File: config.mk
export PLATFORM = sky130hd
export DESIGN_NAME = ram_fifo_ctrl_flat
export DESIGN_NICKNAME = d
export VERILOG_FILES = /design/src/rtl/ram_fifo_ctrl_if.sv /design/src/rtl/ram_fifo_ctrl.sv /design/src/flat_wrapper.sv
export SDC_FILE = /design/constraint.sdc
export NUM_CORES = 1
export LEC_CHECK = 0
export ABC_AREA = 1
export CAP_MARGIN = 20
export CORE_MARGIN = 2
export CORE_UTILIZATION = 46
export CTS_BUF_LIST = sky130_fd_sc_hd__clkbuf_2
export DETAILED_ROUTE_END_ITERATION = 10
export PLACE_DENSITY = 0.86
export SLEW_MARGIN = 15
export SYNTH_ARGS = -nofsm -noshare
export SYNTH_HDL_FRONTEND = slang
export SYNTH_SLANG_ARGS = --single-unit
File: constraint.sdc
create_clock -name clk -period 2.6 [get_ports clk]
set_input_delay 0.26 -clock clk [delete_from_list [all_inputs] [get_ports clk]]
set_output_delay 0.26 -clock clk [all_outputs]
set_load 0.01 [all_outputs]
File: src/rtl/ram_fifo_ctrl_if.sv
// Bundle of push, pop, occupancy and RAM-side signals for the RAM-backed FIFO controller.
// The slave modport is the controller's view; master is the surrounding producer/consumer/RAM.
interface ram_fifo_ctrl_if #(
  parameter int AW = 4,
  parameter int DW = 8
);
  logic          in_valid;
  logic          in_ready;
  logic [DW-1:0] in_data;
  logic          out_valid;
  logic          out_ready;
  logic [DW-1:0] out_data;
  logic [AW:0]   count;
  logic          ram_we;
  logic [AW-1:0] ram_addr;
  logic [DW-1:0] ram_din;
  logic [DW-1:0] ram_dout;

  modport slave (
    input  in_valid, in_data, out_ready, ram_dout,
    output in_ready, out_valid, out_data, count, ram_we, ram_addr, ram_din
  );

  modport master (
    output in_valid, in_data, out_ready, ram_dout,
    input  in_ready, out_valid, out_data, count, ram_we, ram_addr, ram_din
  );
endinterface

File: src/rtl/ram_fifo_ctrl.sv
// Valid/ready FIFO controller turning a 1-cycle-latency single-port RAM into a circular buffer
// with one registered output word. Reads take priority over writes for the single RAM port.
module ram_fifo_ctrl #(
  parameter int AW = 4,
  parameter int DW = 8
) (
  input  logic              clk,
  input  logic              rst,
  ram_fifo_ctrl_if.slave    bus
);

  localparam int          DEPTH    = 1 << AW;
  localparam logic [AW:0] FULL_CNT = DEPTH[AW:0];

  typedef enum logic [1:0] {
    IDLE  = 2'd0,
    FETCH = 2'd1,
    HOLD  = 2'd2
  } state_t;

  state_t        state_r;
  state_t        state_next_s;
  logic [AW-1:0] wr_ptr_r;
  logic [AW-1:0] rd_ptr_r;
  logic [AW:0]   count_r;
  logic          out_valid_r;
  logic [DW-1:0] out_data_r;
  logic          rd_go_s;
  logic          wr_go_s;
  logic          in_ready_s;

  function automatic logic [AW-1:0] ptr_inc(input logic [AW-1:0] p);
    return p + AW'(1);
  endfunction

  // Port arbitration: a pending read wins, so in_ready never looks at in_valid.
  always_comb begin
    rd_go_s    = 1'b0;
    in_ready_s = 1'b0;
    wr_go_s    = 1'b0;
    if (count_r != {(AW+1){1'b0}} &&
        (state_r == IDLE || (state_r == HOLD && bus.out_ready))) begin
      rd_go_s = 1'b1;
    end else begin
      rd_go_s = 1'b0;
    end
    in_ready_s = !rst && (count_r != FULL_CNT) && !rd_go_s;
    wr_go_s    = bus.in_valid && in_ready_s;
  end

  assign bus.in_ready  = in_ready_s;
  assign bus.ram_we    = wr_go_s;
  assign bus.ram_addr  = wr_go_s ? wr_ptr_r : rd_ptr_r;
  assign bus.ram_din   = bus.in_data;
  assign bus.count     = count_r;
  assign bus.out_valid = out_valid_r;
  assign bus.out_data  = out_data_r;

  // Output FSM next state.
  always_comb begin
    state_next_s = state_r;
    case (state_r)
      IDLE: begin
        if (rd_go_s) state_next_s = FETCH;
        else         state_next_s = IDLE;
      end
      FETCH: state_next_s = HOLD;
      HOLD: begin
        if (bus.out_ready) begin
          if (count_r != {(AW+1){1'b0}}) state_next_s = FETCH;
          else                           state_next_s = IDLE;
        end else begin
          state_next_s = HOLD;
        end
      end
      default: state_next_s = IDLE;
    endcase
  end

  // Pointers, occupancy, FSM state and the output holding register.
  always_ff @(posedge clk) begin
    if (rst) begin
      state_r     <= IDLE;
      wr_ptr_r    <= {AW{1'b0}};
      rd_ptr_r    <= {AW{1'b0}};
      count_r     <= {(AW+1){1'b0}};
      out_valid_r <= 1'b0;
      out_data_r  <= {DW{1'b0}};
    end else begin
      state_r <= state_next_s;
      if (rd_go_s) begin
        rd_ptr_r <= ptr_inc(rd_ptr_r);
        count_r  <= count_r - (AW+1)'(1);
      end else if (wr_go_s) begin
        wr_ptr_r <= ptr_inc(wr_ptr_r);
        count_r  <= count_r + (AW+1)'(1);
      end else begin
        count_r  <= count_r;
      end
      case (state_r)
        FETCH: begin
          out_data_r  <= bus.ram_dout;
          out_valid_r <= 1'b1;
        end
        HOLD: begin
          if (bus.out_ready) out_valid_r <= 1'b0;
          else               out_valid_r <= 1'b1;
        end
        default: out_valid_r <= 1'b0;
      endcase
    end
  end

endmodule
File: src/flat_wrapper.sv
// flat-port wrapper written by rule: the top's interface ports become plain ports
module ram_fifo_ctrl_flat 
#(
  parameter int AW = 4,
  parameter int DW = 8
)
  (clk, rst, bus_in_valid, bus_in_data, bus_out_ready, bus_ram_dout, bus_in_ready, bus_out_valid, bus_out_data, bus_count, bus_ram_we, bus_ram_addr, bus_ram_din);
  ram_fifo_ctrl_if #(.AW(AW), .DW(DW)) bus_i ();
  input  logic clk;
  input  logic rst;
  input wire logic [$bits(bus_i.in_valid)-1:0] bus_in_valid;
  input wire logic [$bits(bus_i.in_data)-1:0] bus_in_data;
  input wire logic [$bits(bus_i.out_ready)-1:0] bus_out_ready;
  input wire logic [$bits(bus_i.ram_dout)-1:0] bus_ram_dout;
  output wire logic [$bits(bus_i.in_ready)-1:0] bus_in_ready;
  output wire logic [$bits(bus_i.out_valid)-1:0] bus_out_valid;
  output wire logic [$bits(bus_i.out_data)-1:0] bus_out_data;
  output wire logic [$bits(bus_i.count)-1:0] bus_count;
  output wire logic [$bits(bus_i.ram_we)-1:0] bus_ram_we;
  output wire logic [$bits(bus_i.ram_addr)-1:0] bus_ram_addr;
  output wire logic [$bits(bus_i.ram_din)-1:0] bus_ram_din;
  assign bus_i.in_valid = bus_in_valid;
  assign bus_i.in_data = bus_in_data;
  assign bus_i.out_ready = bus_out_ready;
  assign bus_i.ram_dout = bus_ram_dout;
  assign bus_in_ready = bus_i.in_ready;
  assign bus_out_valid = bus_i.out_valid;
  assign bus_out_data = bus_i.out_data;
  assign bus_count = bus_i.count;
  assign bus_ram_we = bus_i.ram_we;
  assign bus_ram_addr = bus_i.ram_addr;
  assign bus_ram_din = bus_i.ram_din;
  ram_fifo_ctrl #(.AW(AW), .DW(DW)) u_core (.clk(clk), .rst(rst), .bus(bus_i));
endmodule
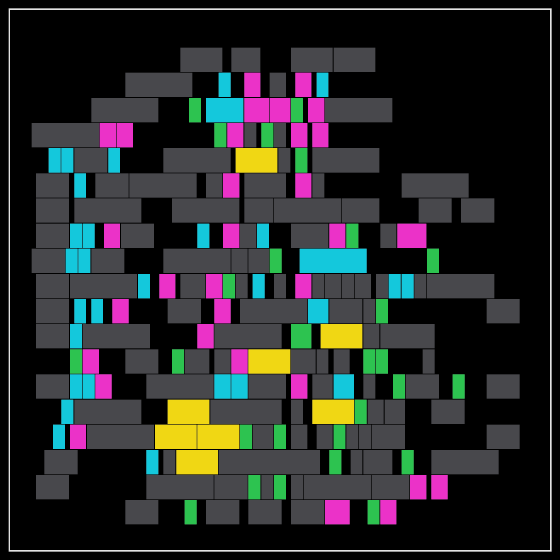
run_1/gates.png
legend:
  magenta:
    family: aoi and oai cells
    cells: 31
    most_used: o21ai_0
  cyan:
    family: nor cells
    cells: 30
    most_used: nor2_1
  yellow:
    family: fa/ha/maj cells
    cells: 8
    most_used: ha_1
  green:
    family: inv cells
    cells: 27
    most_used: inv_1
most instantiated logic cell after routing: sky130_fd_sc_hd__clkdlybuf4s50_1
Layout Cells excl Fill: 235
Comb/total area: 40.28%

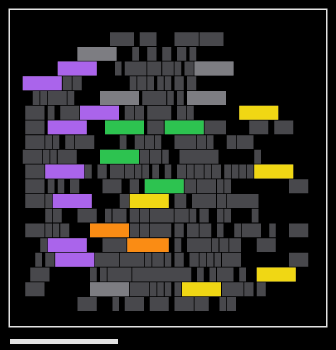
run_1/ff_map.png
Bar = 20 um.
legend:
  yellow:
    signal: u_core.bus.count
    sequential_cells: 5
  purple:
    signal: u_core.bus.out_data
    sequential_cells: 8
  orange:
    signal: u_core.state_r
    sequential_cells: 2
  green:
    signal: u_core.rd_ptr_r
    sequential_cells: 4
    where: centre
not coloured: 5
post-layout utilization of the core: 60.86%
power attributed to sequential cells: 0.598 mW
sequential share of cell area: 28.46%
Flop area: 481.7 um^2

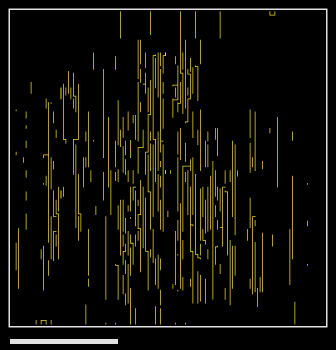
run_1/m2.png
Bar = 20 um.
wire length on this layer: 1330 um
share of all routed wire: 47%
main direction: vertical
nets with wire on the layer: 181
routed wire length: 2807 um
via count of the routed design: 1180
routing usage on met2: 31.78%

==> changes_impl.md, run 1 <==
### Implementation results

* Critical path arrival at 2080 ps
* Antenna violations before repair at 0
* Floorplan Nets at 206
* Number of buffers other than clock buffers in the final layout at 34
* Number of rows in the core area at 19
* Transition time at the pin with the least slew margin at 304.3 ps
* TAP cells at 31
* Global-route wire length before repair at 4981 um
* Height of the die at 58.43 um
* Critical Path End: bus_ram_addr[0]
* Final antenna diode count at 0
* Post-detail-place hpwl at 2033 um
* Clock Tree Buf Depth at 2
* Share of synthesized cell area in and-or and or-and compound cells at 12.76%
* Pre-Place Util at 48.99%
* Most used cells in the layout excluding fill and tap cells: sky130_fd_sc_hd__clkdlybuf4s50_1 (26), sky130_fd_sc_hd__nor2_1 (24), sky130_fd_sc_hd__dfxtp_1 (23), sky130_fd_sc_hd__nand2_1 (21), sky130_fd_sc_hd__inv_1 (21)
* And+or+nand+nor area frac at 27.92%
* Ys cells at 178
* FF+latch count, synth at 24
* Routed vias/inst at 5.021
* Required @ worst endpoint at 2340 ps
* Final weighted congestion in routability-driven placement at 0.8156
* Skew final at 10.09 ps
* Yosys stat area at 1363 um^2
* Status: finished clean
* Final design area excluding fillers at 1693 um^2
* Multi-input gate area at 681.9 um^2
* Largest stage delay on the critical path at 400 ps
* Hold Violations, Final at 0
* # nets final at 233
==> run 1: sequential cells by signal, summed over array words and instances (netlist names) <==
name / count
u_core.rd_ptr_r: 4
u_core.bus.out_valid: 1
u_core.bus.out_data: 8
u_core.wr_ptr_r: 4
u_core.state_r: 2
u_core.bus.count: 5
==> run 1: power by group <==
part	total, mW	leakage (nW)	internal [mW]	switching (mW)
logic	1.32	0.594	0.547	0.770
clock network	0.250	0.0266	0.132	0.117
registers	0.598	0.198	0.492	0.106
==> run 1: Yosys cell counts (2+ instances only) <==
library cell               number  area share, %
sky130_fd_sc_hd__inv_1         21            5.8
sky130_fd_sc_hd__o21ai_1        9            3.3
sky130_fd_sc_hd__nand3_1       10            3.7
sky130_fd_sc_hd__a21oi_1        7            2.6
sky130_fd_sc_hd__nand4_1        3            1.4
sky130_fd_sc_hd__nor3_1         2           0.73
sky130_fd_sc_hd__nand2_4        4            3.3
sky130_fd_sc_hd__dfxtp_1       24             35
sky130_fd_sc_hd__buf_4          8            4.4
sky130_fd_sc_hd__nand3_2        4            2.9
sky130_fd_sc_hd__inv_2          5            1.4
sky130_fd_sc_hd__o21ai_0       11            4.0
sky130_fd_sc_hd__clkbuf_1       2           0.55
sky130_fd_sc_hd__ha_1           8            7.3
sky130_fd_sc_hd__nor2_2         2           0.92
sky130_fd_sc_hd__nand2_1       22            6.1
sky130_fd_sc_hd__nor2_1        24            6.6
==> run 1: layer usage <==
metal / global-route usage [%] / share of wire [%] / vias to the layer above
li1: - / - / 613
met1: 22.24 / 44 / 521
met2: 31.78 / 47 / 38
met3: 4.176 / 6.4 / 8
met4: 8.638 / 2.0 / 0
met5: 0 / 0 / -
==> run 2, diff against run 1 <==
--- a/config.mk
+++ b/config.mk
@@ -6,7 +6,7 @@
 export NUM_CORES = 1
 export LEC_CHECK = 0
 export ABC_AREA = 1
-export CAP_MARGIN = 20
+export CAP_MARGIN = 10
 export CORE_MARGIN = 2
 export CORE_UTILIZATION = 46
 export CTS_BUF_LIST = sky130_fd_sc_hd__clkbuf_2
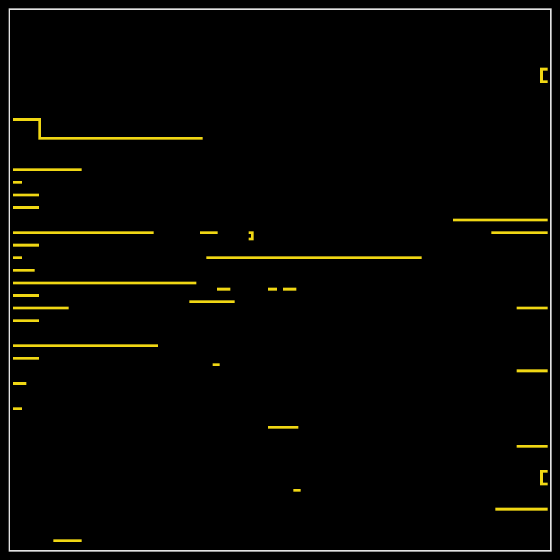
run_2/m3.png
share of all routed wire: 6.4%
nets with wire on the layer: 32
global routing met3 resource utilization: 4.176%

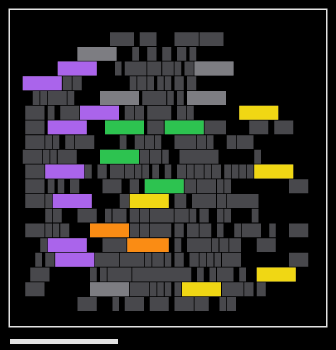
run_2/ff_map.png
Bar = 20 um.
legend:
  orange:
    signal: u_core.state_r
    sequential_cells: 2
  green:
    signal: u_core.rd_ptr_r
    sequential_cells: 4
    where: centre
  yellow:
    signal: u_core.bus.count
    sequential_cells: 5
  purple:
    signal: u_core.bus.out_data
    sequential_cells: 8
not coloured: 5

==> changes_impl.md, run 2 <==
### Implementation results

* Most used cells in the layout excluding fill and tap cells: sky130_fd_sc_hd__clkdlybuf4s50_1 (26), sky130_fd_sc_hd__nor2_1 (24), sky130_fd_sc_hd__dfxtp_1 (23), sky130_fd_sc_hd__nand2_1 (21), sky130_fd_sc_hd__inv_1 (21)
* Proportion of netlist area held by the largest area contributor at 35.26% (unchanged)
* Wire length on met1 at 1240 um (unchanged)
* Met3 wirelength from detailed routing at 180 um (unchanged)
* Design internal power at 1.171 mW (unchanged)
* Via count of the routed design at 1180 (unchanged)
* Ys cells at 178 (unchanged)
* Post-layout utilization of the core at 60.86% (unchanged)
* Routed wire length at 2807 um (unchanged)
* Yosys stat area at 1363 um^2 (unchanged)
* Critical path arrival at 2080 ps (about the same)
* Global-route wire length before repair at 4981 um (unchanged)
* Cell area leaders: sky130_fd_sc_hd__dfxtp_1 (35%), sky130_fd_sc_hd__ha_1 (7.3%), sky130_fd_sc_hd__nor2_1 (6.6%), sky130_fd_sc_hd__nand2_1 (6.1%), sky130_fd_sc_hd__inv_1 (5.8%)
* Pre-Place Util at 48.99% (unchanged)
* Cell type with the largest total area after synthesis: sky130_fd_sc_hd__dfxtp_1
* Post-detail-place hpwl at 2033 um (unchanged)
* Final antenna diode count at 0 (unchanged)
* Routed vias/inst at 5.021 (unchanged)
* Part of the total power dissipated in the clock network at 11.5% (about the same)
* Largest stage delay on the critical path at 400 ps (about the same)
* Critical Path End: bus_ram_addr[0]
* Status: finished clean
* List of most frequent post-synthesis cells: sky130_fd_sc_hd__dfxtp_1 (24), sky130_fd_sc_hd__nor2_1 (24), sky130_fd_sc_hd__nand2_1 (22)
* Uppermost routed layer: met4
* Most instantiated logic cell after routing: sky130_fd_sc_hd__clkdlybuf4s50_1
* # nets final at 233 (unchanged)
* Required @ worst endpoint at 2340 ps (about the same)
* Switching fraction of total power at 45.88% (unchanged)
* Max reg flops at 8 (unchanged)
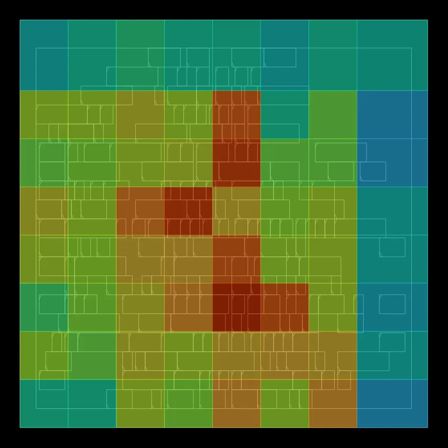
run_2/congestion_map.png
average wire length per cell after detail routing: 11.94 um
met1 usage in global routing: 22.24%
GRT Total Usage: 18.67%

==> run 2: power groups by stage <==
stage          logic, mW  registers (mW)  clock network, mW
2_1_floorplan      0.944           0.621                  0
3_3_place_gp        1.27           0.598                  0
3_5_place_dp        1.30           0.603                  0
4_1_cts             1.31           0.598              0.252
5_1_grt             1.48           0.616              0.268
6_report            1.32           0.598              0.250
==> run 2: area by class of cell <==
cell class / instances / area (um^2) / share of cell area [%]
Sequential cell: 24 / 481.7 / 28.46
Inverter: 27 / 103.9 / 6.135
Multi-Input combinational cell: 115 / 681.9 / 40.28
Tap cell: 31 / 38.79 / 2.291
Clock buffer: 3 / 15.01 / 0.8869
Timing Repair Buffer: 34 / 341.6 / 20.18
Clock inverter: 1 / 30.03 / 1.774
==> run 2: stage by stage <==
step                      setup WS (ps)  power (mW)  hold WS [ps]  area [um^2]
final                             257.7       2.164         452.5         1693
after global routing              79.26       2.360         463.5         1693
after CTS                         16.93       2.163         443.8         1680
after detailed placement          277.5       1.907         482.9         1635
after global placement            313.7       1.872         475.9         1635
after floorplan                   746.5       1.565         322.4         1363
==> run 2: worst min path at each step <==
stage / start / end / cells after the start
global route: bus_ram_dout[6] / u_core.bus.out_data[6] / 3
CTS: bus_ram_dout[0] / u_core.bus.out_data[0] / 3
global placement: u_core.bus.out_data[0] / u_core.bus.out_data[0] / 2
finish: bus_ram_dout[6] / u_core.bus.out_data[6] / 3
floorplan: rst / u_core.bus.count[4] / 1
detailed placement: u_core.bus.out_data[0] / u_core.bus.out_data[0] / 2
==> run 2: what timing repair did <==
item	4_1_cts	5_1_grt
resized	2	5
endpoints found under the hold margin	0	0
endpoints found under the setup margin	3	4
Power and IR drop assume default switching activity.
